**src/rtl/bht_assoc.sv**
```systemverilog
// -----------------------------------------------------------------------------
// bht_assoc : set-associative branch history table / branch target buffer
//
// Each entry holds a valid bit, a tag, a branch target and a 2-bit saturating
// direction counter. Fetch looks up the current PC combinationally and gets a
// predicted next PC in the same cycle. Execute writes back one resolved branch
// per cycle. When a set is full, round-robin replacement picks the victim.
//
// Parameters
//   ADDR_W   instruction byte-address width
//   INDEX_W  set index bits (SETS = 2**INDEX_W)
//   WAYS     ways per set (1, 2 or 4)
//
// Ports
//   clk                   in   rising-edge clock
//   rst_n                 in   asynchronous active-low reset
//   flush                 in   synchronous invalidate of all entries
//   insert_ins_addr       in   PC of the resolved branch
//   insert_ins_next_addr  in   resolved branch target
//   is_branch             in   update strobe
//   is_suc                in   resolved direction, 1 = taken
//   query_ins_addr        in   fetch PC to predict
//   predict_addr          out  predicted next PC
//   predict_jump          out  predicted taken
//   predict_hit           out  query matched a valid entry
// -----------------------------------------------------------------------------
module bht_assoc #(
   parameter int ADDR_W  = 12,
   parameter int INDEX_W = 3,
   parameter int WAYS    = 2
) (
   input  logic              clk,
   input  logic              rst_n,
   input  logic              flush,
   input  logic [ADDR_W-1:0] insert_ins_addr,
   input  logic [ADDR_W-1:0] insert_ins_next_addr,
   input  logic              is_branch,
   input  logic              is_suc,
   input  logic [ADDR_W-1:0] query_ins_addr,
   output logic [ADDR_W-1:0] predict_addr,
   output logic              predict_jump,
   output logic              predict_hit
);

   localparam int SETS  = 1 << INDEX_W;
   localparam int TAG_W = ADDR_W - INDEX_W - 2;
   localparam int RR_W  = (WAYS > 1) ? $clog2(WAYS) : 1;

   logic              r_valid  [SETS][WAYS];
   logic [TAG_W-1:0]  r_tag    [SETS][WAYS];
   logic [ADDR_W-1:0] r_target [SETS][WAYS];
   logic [1:0]        r_ctr    [SETS][WAYS];
   logic [RR_W-1:0]   r_rr     [SETS];

   // Saturating 2-bit direction counter step.
   function automatic logic [1:0] sat_ctr(input logic [1:0] ctr, input logic up);
      if (up)
         sat_ctr = (ctr == 2'b11) ? 2'b11 : ctr + 2'b01;
      else
         sat_ctr = (ctr == 2'b00) ? 2'b00 : ctr - 2'b01;
   endfunction

   // Query lookup. Reads only registered state, so a same-cycle update is
   // not visible until the following cycle.
   logic [INDEX_W-1:0] w_q_idx;
   logic [TAG_W-1:0]   w_q_tag;
   logic               w_q_hit;
   logic [1:0]         w_q_ctr;
   logic [ADDR_W-1:0]  w_q_target;

   always_comb begin
      w_q_idx    = query_ins_addr[INDEX_W+1:2];
      w_q_tag    = query_ins_addr[ADDR_W-1:INDEX_W+2];
      w_q_hit    = 1'b0;
      w_q_ctr    = 2'b00;
      w_q_target = '0;
      for (int w = 0; w < WAYS; w++) begin
         if (r_valid[w_q_idx][w] && (r_tag[w_q_idx][w] == w_q_tag)) begin
            w_q_hit    = 1'b1;
            w_q_ctr    = r_ctr[w_q_idx][w];
            w_q_target = r_target[w_q_idx][w];
         end
      end
   end

   assign predict_hit  = w_q_hit;
   assign predict_jump = w_q_hit & w_q_ctr[1];
   assign predict_addr = (w_q_hit && w_q_ctr[1]) ? w_q_target
                                                  : query_ins_addr + ADDR_W'(4);

   // Update way selection: the matching way on a hit, otherwise the lowest
   // invalid way, otherwise the set's round-robin victim.
   logic [INDEX_W-1:0] w_u_idx;
   logic [TAG_W-1:0]   w_u_tag;
   logic               w_u_hit;
   logic [RR_W-1:0]    w_u_hit_way;
   logic               w_inv_found;
   logic [RR_W-1:0]    w_inv_way;
   logic [RR_W-1:0]    w_u_way;

   always_comb begin
      w_u_idx     = insert_ins_addr[INDEX_W+1:2];
      w_u_tag     = insert_ins_addr[ADDR_W-1:INDEX_W+2];
      w_u_hit     = 1'b0;
      w_u_hit_way = '0;
      w_inv_found = 1'b0;
      w_inv_way   = '0;
      for (int w = 0; w < WAYS; w++) begin
         if (r_valid[w_u_idx][w] && (r_tag[w_u_idx][w] == w_u_tag)) begin
            w_u_hit     = 1'b1;
            w_u_hit_way = RR_W'(w);
         end
         if (!r_valid[w_u_idx][w] && !w_inv_found) begin
            w_inv_found = 1'b1;
            w_inv_way   = RR_W'(w);
         end
      end
      if (w_u_hit)
         w_u_way = w_u_hit_way;
      else if (w_inv_found)
         w_u_way = w_inv_way;
      else
         w_u_way = r_rr[w_u_idx];
   end

   // Table state. Flush takes priority over a same-cycle update.
   always_ff @(posedge clk or negedge rst_n) begin
      if (!rst_n) begin
         for (int s = 0; s < SETS; s++) begin
            r_rr[s] <= '0;
            for (int w = 0; w < WAYS; w++) begin
               r_valid[s][w]  <= 1'b0;
               r_tag[s][w]    <= '0;
               r_target[s][w] <= '0;
               r_ctr[s][w]    <= 2'b00;
            end
         end
      end else if (flush) begin
         for (int s = 0; s < SETS; s++) begin
            r_rr[s] <= '0;
            for (int w = 0; w < WAYS; w++)
               r_valid[s][w] <= 1'b0;
         end
      end else if (is_branch) begin
         for (int w = 0; w < WAYS; w++) begin
            if (RR_W'(w) == w_u_way) begin
               if (w_u_hit) begin
                  r_ctr[w_u_idx][w] <= sat_ctr(r_ctr[w_u_idx][w], is_suc);
                  if (is_suc)
                     r_target[w_u_idx][w] <= insert_ins_next_addr;
               end else begin
                  r_valid[w_u_idx][w]  <= 1'b1;
                  r_tag[w_u_idx][w]    <= w_u_tag;
                  r_target[w_u_idx][w] <= insert_ins_next_addr;
                  r_ctr[w_u_idx][w]    <= is_suc ? 2'b10 : 2'b01;
               end
            end
         end
         // Pointer only advances when a live entry is displaced. With one way
         // the wrap compare keeps it pinned at zero.
         if (!w_u_hit && !w_inv_found)
            r_rr[w_u_idx] <= (r_rr[w_u_idx] == RR_W'(WAYS - 1)) ? '0
                                                                 : r_rr[w_u_idx] + RR_W'(1);
      end
   end

endmodule

```
**config.mk**
```make
export PLATFORM = sky130hd
export DESIGN_NAME = bht_assoc
export DESIGN_NICKNAME = d
export VERILOG_FILES = /design/src/rtl/bht_assoc.sv
export SDC_FILE = /design/constraint.sdc
export NUM_CORES = 1
export LEC_CHECK = 0
export CAP_MARGIN = 15
export CORE_MARGIN = 2
export CORE_UTILIZATION = 41
export CTS_CLUSTER_DIAMETER = 60
export DETAILED_ROUTE_END_ITERATION = 10
export DONT_BUFFER_PORTS = 1
export PLACE_DENSITY = 0.55
export RECOVER_POWER = 50
export SLEW_MARGIN = 20
export SYNTH_ARGS = -nofsm -noshare
export SYNTH_HDL_FRONTEND = slang
export SYNTH_SLANG_ARGS = --single-unit
```
**constraint.sdc**
```tcl
create_clock -name clk -period 4 [get_ports clk]
set_input_delay 0.6 -clock clk [delete_from_list [all_inputs] [get_ports clk]]
set_output_delay 0.6 -clock clk [all_outputs]
set_load 0.005 [all_outputs]
```
run_1/logic_types.png
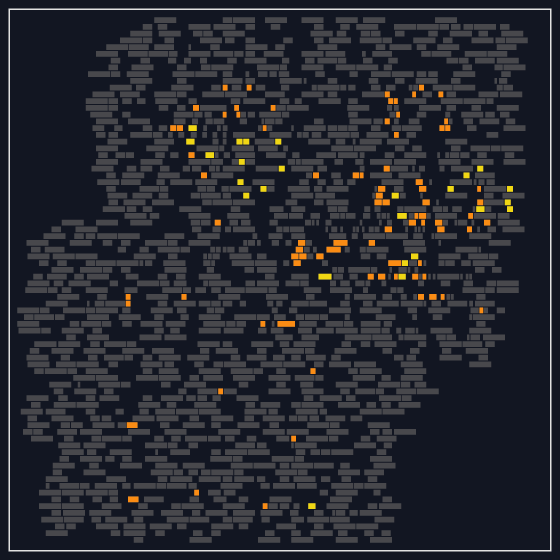
Key: inverting AOI/OAI gates = orange [cells 80, most used o22ai_1]; AND-OR and OR-AND gates = yellow [cells 25, most used a21o_1]

run_1/wires.png
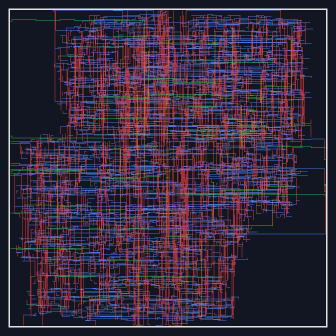
Key: metal 4 = orange [wire length 889 microns]; metal 3 = green [wire length 2450 microns]; metal 2 = red [wire length 22.9 mm]; metal 1 = blue [wire length 22.9 mm]
wirelength, routed: 49200 microns
WL/cell: 25.8 microns
gr usage total: 21.3%
DR vias: 11200

run_1/io_fan.png
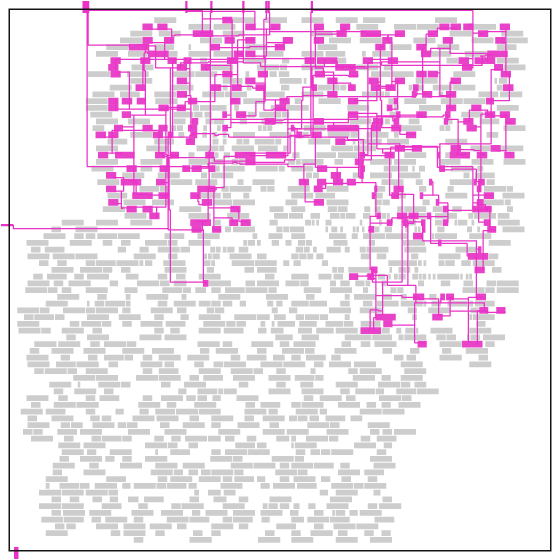
Key: insert_ins_addr = magenta [bits 12, direction input, end cells 251, buffers 0, wire 4220 microns]

==> impl_metrics.env, run 1 <==
# yosys + openroad results
export IMPL_largest_area_cell="dfrtp_1"
export IMPL_cp_slowest_cell="mux4_2"
export IMPL_drv_cap=0
export IMPL_place_congestion=0.789
export IMPL_whs_ns=-0.269
export IMPL_failed_checks="negative hold slack"
export IMPL_synth_xor_area_share_pct=1.26
export IMPL_place_hpwl_microns=28900
export IMPL_drc_errors=0
export IMPL_taps=600
export IMPL_post_route_cell_area_sq_mm=0.0209
export IMPL_setup_violations_final=0
export IMPL_avgSynthCellArea_sq_um=14.5
export IMPL_top_cell_area_share_pct=48.2
export IMPL_area_leaders="dfrtp_1, mux2_2, mux4_2"
export IMPL_wl_met3_microns=2450
export IMPL_grt_remaining_overflow=0
export IMPL_mappedNetlistArea_sq_mm=0.0187
export IMPL_drive_above_1_share_pct=41.5
export IMPL_syn2layout_area_growth_pct=11.7
export IMPL_timing_slew_headroom_pct=25.5
export IMPL_sh_seq_area_pct=43.1
export IMPL_syn_inst=1289
export IMPL_power_uw=9420
export IMPL_fin_util_pct=46.3
export IMPL_layout_nonclk_buf_share_pct=2.45
export IMPL_seqCellArea_sq_mm=0.00901
export IMPL_cts_root_buffer="clkbuf_16"
export IMPL_worst_pin_slew_ns=1.12
export IMPL_placed_cells=1833
export IMPL_rsz0062_at_grt="true"
export IMPL_cts_setup_buffers=1
export IMPL_nMultiInputCombCells=813
export IMPL_ys_sh_simple_pct=5.02
export IMPL_ff2ff_setup_slack_ns=0.18
export IMPL_drt_vias_per_instance=5.88
export IMPL_ys_chip_area_sq_mm=0.0187
export IMPL_hold_violations=360
export IMPL_timing_final_ws_setup_ns=0.104
export IMPL_clockBufferDepth=3
export IMPL_grt_pass1_vias=11600
export IMPL_synthDistinctLibCells=58
export IMPL_final_cell_mix="dfrtp_1, mux2_2, mux2_1"
export IMPL_numCtsBuffers=42
export IMPL_htree_levels=2
export IMPL_clk_share_pct=6.50
export IMPL_peakVddDrop_uv=300
export IMPL_worst_setup_path_end_kind="primary output"
export IMPL_power_density_mw_per_mm2=451
export IMPL_layout_cells_non_filler=1910
export IMPL_topCombFamilyByArea="multiplexers"
export IMPL_core_sq_mm=0.0452
export IMPL_reg2reg_to="r_target[121]$_DFFE_PN0P_"
export IMPL_p_leak_uw=0.00926
export IMPL_final_nets=1324
export IMPL_crit_required_ns=3.40
export IMPL_maxSlewViolCount=0
export IMPL_ys_warn_count=0
export IMPL_period_needed_ns=3.90
export IMPL_mux_share_pct=38.2
export IMPL_top_layer="met4"
export IMPL_ant_nets=0
export IMPL_cts_tree="yes"
export IMPL_dr_pass1_iters=5
export IMPL_status="complete, but fails checks"
export IMPL_skew_ns=0.0300
export IMPL_r2r_cells=11
export IMPL_fin_tns_setup_ns=0
export IMPL_antenna_found_initial=0
export IMPL_grt_max_degree=361
==> run 1: critical path, delay by kind of cell, from the launching register on <==
family                 cells  cell delay, ns
buffers and inverters      1            0.20
multiplexers               3            1.07
flip-flops                 1            0.39
AND/OR/NAND/NOR            2            0.60
XOR/XNOR                   1            0.14
AND-OR/OR-AND              1            0.32
==> run 1: registers in the layout (all words and copies together) (netlist names) <==
signal and count:
r_valid 16, r_ctr 32, r_tag 112, r_target 192, r_rr 8
==> run 1: power breakdown <==
part	internal (uW)	total (uW)	switching [uW]	leakage [uW]
Combinational	798	1200	405	0.00386
Clock	2210	3790	1580	0.000671
Sequential	4150	4420	275	0.00473
==> inputs of run 2 (changes only) <==
--- a/config.mk
+++ b/config.mk
@@ -13,6 +13,7 @@
 export DONT_BUFFER_PORTS = 1
 export PLACE_DENSITY = 0.55
 export RECOVER_POWER = 50
+export REMOVE_ABC_BUFFERS = 1
 export SLEW_MARGIN = 20
 export SYNTH_ARGS = -nofsm -noshare
 export SYNTH_HDL_FRONTEND = slang
run_2/io_fan.png
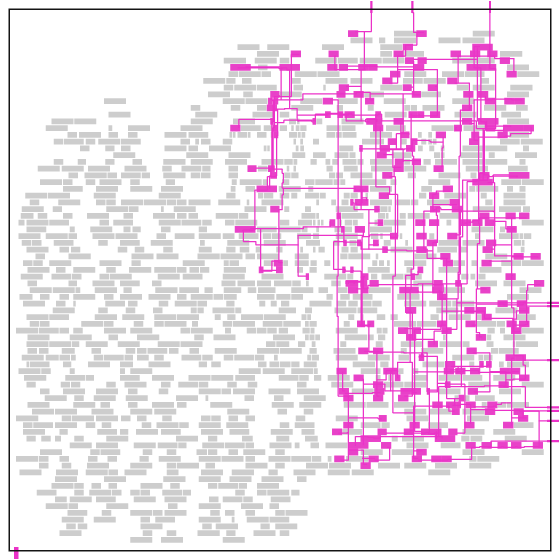
Key: insert_ins_addr = magenta [bits 12, direction input, end cells 251, buffers 0, wire 4050 microns]

run_2/wires.png
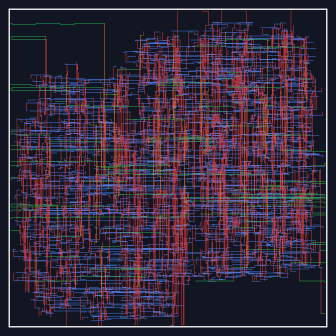
Key: metal 3 = green [wire length 2680 microns]; metal 2 = red [wire length 23.2 mm]; metal 4 = orange [wire length 1430 microns]; metal 1 = blue [wire length 21.4 mm]

==> run 2 against run 1 <==
The run ends with negative hold slack, negative setup slack left. Die size unchanged. Non-clock buffer count down 5. Critical path depth up 3. Maximum frequency down 4.2%.
==> impl_metrics.env, run 2 <==
# yosys + openroad results
export IMPL_status="complete, but fails checks"
export IMPL_failed_checks="negative hold slack, negative setup slack"
export IMPL_cp_slowest_cell="mux4_2"
export IMPL_whs_ns=-0.232
export IMPL_place_congestion=0.760
export IMPL_skew_ns=0.0263
export IMPL_wl_met3_microns=2680
export IMPL_timing_final_ws_setup_ns=-0.0670
export IMPL_layout_nonclk_buf_share_pct=2.13
export IMPL_ys_chip_area_sq_mm=0.0187
export IMPL_wl_per_cell_microns=25.5
export IMPL_fin_util_pct=46.4
export IMPL_synthDistinctLibCells=58
export IMPL_crit_required_ns=3.40
export IMPL_p_leak_uw=0.00924
export IMPL_drt_total_wl_microns=48700
export IMPL_grt_pass1_vias=11700
export IMPL_synth_xor_area_share_pct=1.26
export IMPL_syn_inst=1289
export IMPL_largest_register="r_target"
export IMPL_taps=600
export IMPL_clk_share_pct=6.56
export IMPL_place_hpwl_microns=28700
export IMPL_hold_violations=360
export IMPL_ys_sh_simple_pct=5.02
export IMPL_drt_vias_per_instance=5.81
export IMPL_maxSlewViolCount=0
export IMPL_cts_root_buffer="clkbuf_16"
export IMPL_period_needed_ns=4.07
export IMPL_antenna_found_initial=1
export IMPL_post_route_cell_area_sq_mm=0.0209
export IMPL_ys_warn_count=0
export IMPL_seqCellArea_sq_mm=0.00901
export IMPL_area_leaders="dfrtp_1, mux2_2, mux4_2"
export IMPL_path_buffers=3
export IMPL_cp_depth=11
export IMPL_mux_share_pct=38.2
export IMPL_clockBufferDepth=3
export IMPL_final_nets=1321
export IMPL_reg_largest_list="r_target: 192 flops, r_tag: 112 flops, r_ctr: 32 flops"
export IMPL_syn2layout_area_growth_pct=12.0
export IMPL_core_sq_mm=0.0452
export IMPL_numCtsBuffers=44
export IMPL_worst_pin_slew_ns=1.14
export IMPL_drive_above_1_share_pct=41.5
export IMPL_worst_setup_path_end_kind="primary output"
export IMPL_largest_reg_flops=192
export IMPL_setup_violations_final=12
export IMPL_grt_max_degree=361
export IMPL_power_density_mw_per_mm2=451
export IMPL_nMultiInputCombCells=813
export IMPL_top_cell_area_share_pct=48.2
export IMPL_fin_tns_setup_ns=-0.525
export IMPL_grt_remaining_overflow=0
export IMPL_grt_usage_pct=21.1
export IMPL_topCombFamilyByArea="multiplexers"
export IMPL_sh_seq_area_pct=43.0
export IMPL_htree_levels=2
export IMPL_largest_area_cell="dfrtp_1"
export IMPL_cts_tree="yes"
export IMPL_avgSynthCellArea_sq_um=14.5
run_2/logic_types.png
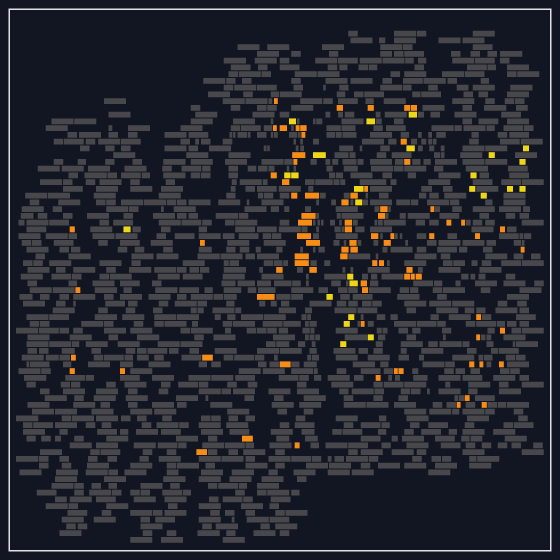
Key: AND-OR and OR-AND gates = yellow [cells 25, most used a21o_1]; inverting AOI/OAI gates = orange [cells 80, most used o22ai_1]
combinational fraction of the cell area: 44.5%
Layout Cells excl Fill: 1908

run 2: where the power goes:
part	total (uW)	internal (uW)	switching (uW)
Clock	3810	2250	1560
Combinational	1210	806	405
Sequential	4430	4150	281
Total	9450	7210	2240
run 2: per-stage QoR:
stage	hold WS, ns	worst slack [ns]	instances	total power, uW
3_5_place_dp	0.329	-0.174	1830	5670
3_3_place_gp	0.329	-0.224	1830	5620
2_1_floorplan	0.304	0.0614	1186	5390
6_report	-0.232	-0.0670	1908	9450
4_1_cts	-0.264	-0.0596	1907	9560
5_1_grt	-0.260	-0.154	1908	9900
run 2: what timing repair did:
action                                  in CTS  in global routing
pin swaps                                    2                  2
hold endpoints to repair                   360                360
gates resized                               24                  9
setup buffers                                2                  1
endpoints found under the setup margin      13                 12
run_2/clocks.png
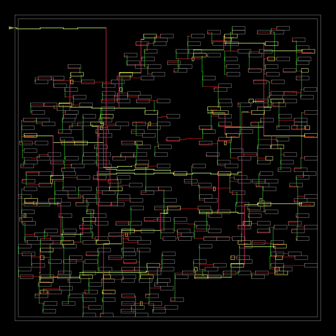

==> inputs of run 3 (changes only) <==
--- a/config.mk
+++ b/config.mk
@@ -18,3 +18,4 @@
 export SYNTH_ARGS = -nofsm -noshare
 export SYNTH_HDL_FRONTEND = slang
 export SYNTH_SLANG_ARGS = --single-unit
+export TNS_END_PERCENT = 50
run_3/clocks.png
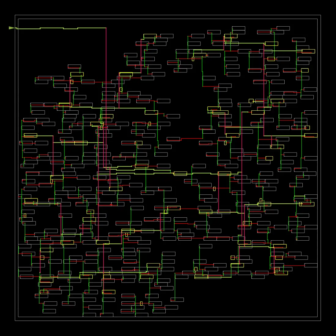
clock buffers: 64
Flops: 360
clk pwr: 3820 uW
setup skew after layout: 0.0265 ns
total CTS buffers: 44

run_3/logic_types.png
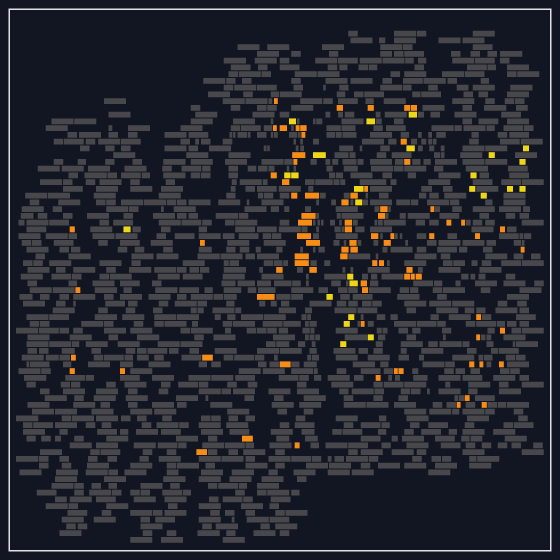
Key: AND-OR and OR-AND gates = yellow [cells 25, most used a21o_1]; inverting AOI/OAI gates = orange [cells 80, most used o22ai_1]

==> run 3 against run 2 <==
The run still ends with negative hold slack, negative setup slack left. Global-route usage hardly changed. Count of clock-buffer cells in the layout stayed put. Utilization stayed put. Clock skew hardly changed.
==> impl_metrics.env, run 3 <==
# yosys + openroad results
export IMPL_wl_per_cell_microns=25.6
export IMPL_antenna_found_initial=1
export IMPL_grt_pass1_vias=11700
export IMPL_largest_reg_flops=192
export IMPL_drive_above_1_share_pct=41.5
export IMPL_num_vias=11100
export IMPL_drv_cap=0
export IMPL_cts_root_buffer="clkbuf_16"
export IMPL_ff2ff_setup_slack_ns=0.44
export IMPL_avgSynthCellArea_sq_um=14.5
export IMPL_dr_pass1_iters=8
export IMPL_largest_register="r_target"
export IMPL_grt_remaining_overflow=0
export IMPL_htree_levels=2
export IMPL_maxPowerGroup="registers"
export IMPL_layout_cells_non_filler=1908
export IMPL_drt_vias_per_instance=5.82
export IMPL_drt_total_wl_microns=48800
export IMPL_r2r_cells=11
export IMPL_core_sq_mm=0.0452
export IMPL_internal_power_uw=7210
export IMPL_p_leak_uw=0.00924
export IMPL_cts_resized=22
export IMPL_place_congestion=0.760
export IMPL_area_leaders="dfrtp_1, mux2_2, mux4_2"
export IMPL_drt_first_iter_violations=749
export IMPL_synth_xor_area_share_pct=1.26
export IMPL_drc_errors=0
export IMPL_cp_slowest_cell="mux4_2"
export IMPL_ys_warn_count=0
export IMPL_rsz0062_at_grt="true"
export IMPL_topCombFamilyByArea="multiplexers"
export IMPL_wl_met3_microns=2720
export IMPL_fin_util_pct=46.4
export IMPL_ant_nets=0
export IMPL_synthDistinctLibCells=58
export IMPL_power_uw=9460
export IMPL_comb_power_uw=1210
export IMPL_whs_ns=-0.234
export IMPL_grt_usage_pct=21.1
export IMPL_ys_sh_simple_pct=5.02
export IMPL_cts_tree="yes"
export IMPL_top_cell_area_share_pct=48.2
export IMPL_final_cell_mix="dfrtp_1, mux2_2, mux2_1"
export IMPL_reg2reg_to="r_target[150]$_DFFE_PN0P_"
export IMPL_place_hpwl_microns=28700
export IMPL_fmax_mhz=246
export IMPL_mappedNetlistArea_sq_mm=0.0187
export IMPL_timing_slew_headroom_pct=23.8
export IMPL_syn2layout_area_growth_pct=12.0
export IMPL_seqPwrFrac_pct=46.8
export IMPL_syn_inst=1289
export IMPL_top_layer="met4"
export IMPL_die_w_microns=218
export IMPL_cts_setup_buffers=2
export IMPL_post_route_cell_area_sq_mm=0.0209
export IMPL_period_needed_ns=4.07
export IMPL_status="complete, but fails checks"
export IMPL_wirelength_met1_microns=21400
export IMPL_grt_max_degree=361
export IMPL_fin_tns_setup_ns=-0.539
export IMPL_pg_seq_uw=4430
export IMPL_final_nets=1321
export IMPL_ys_chip_area_sq_mm=0.0187
export IMPL_p_comb_share_pct=12.8
export IMPL_timing_final_crit_share_pct=102
export IMPL_crit_required_ns=3.40
export IMPL_failed_checks="negative hold slack, negative setup slack"
export IMPL_clockBufferDepth=3
export IMPL_p_clk_share_pct=40.4
export IMPL_placed_cells=1830
export IMPL_power_density_mw_per_mm2=452
export IMPL_reg_largest_list="r_target: 192 flops, r_tag: 112 flops, r_ctr: 32 flops"
export IMPL_peakVddDrop_uv=349
export IMPL_setup_violations_final=12
export IMPL_dpl_cell_area_sq_mm=0.0194
export IMPL_yosys_cells=1289
export IMPL_largest_area_cell="dfrtp_1"
export IMPL_pin_count=55
export IMPL_maxSlewViolCount=0
export IMPL_worst_pin_slew_ns=1.14
export IMPL_timing_final_ws_setup_ns=-0.0683
export IMPL_hold_violations=360
export IMPL_swShare_pct=23.8
export IMPL_worst_setup_path_end_kind="primary output"
export IMPL_p_switching_uw=2250
run_3/wires.png
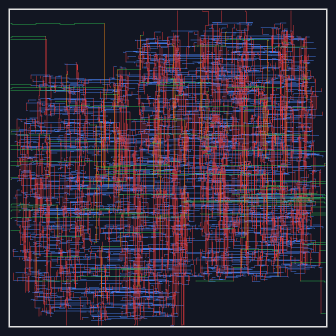
Key: metal 3 = green [wire length 2720 microns]; metal 4 = orange [wire length 1440 microns]; metal 1 = blue [wire length 21.4 mm]; metal 2 = red [wire length 23.2 mm]

## run 3: cell counts after synthesis
No cell type changed its count.
## run 3: area by class of cell
type                    count  area (sq um)
inverters                  13          48.8
clock inverters            11           108
multi-input cells         813          9320
fillers                  4041         24200
flip-flops and latches    360          9010
clock buffers              64          1270
well taps                 600           751
repair buffers             47           447
## run 3: critical path: cells and delay by family (launching register included)
family	cells	cell delay (ns)
DFF	1	0.39
AOI/OAI and AO/OA	1	0.15
xor gates and xnor gates	1	0.10
muxes	3	0.92
buffers and inverters	3	0.49
and+or+nand+nor	3	0.82
## run 3: stage by stage
stage	setup slack (ns)	hold WS (ns)
2_1_floorplan	0.0614	0.304
3_3_place_gp	-0.224	0.329
3_5_place_dp	-0.174	0.329
4_1_cts	-0.0596	-0.264
5_1_grt	-0.154	-0.260
6_report	-0.0683	-0.234
Power figures rest on the tool's default switching activity, not on a simulated workload.
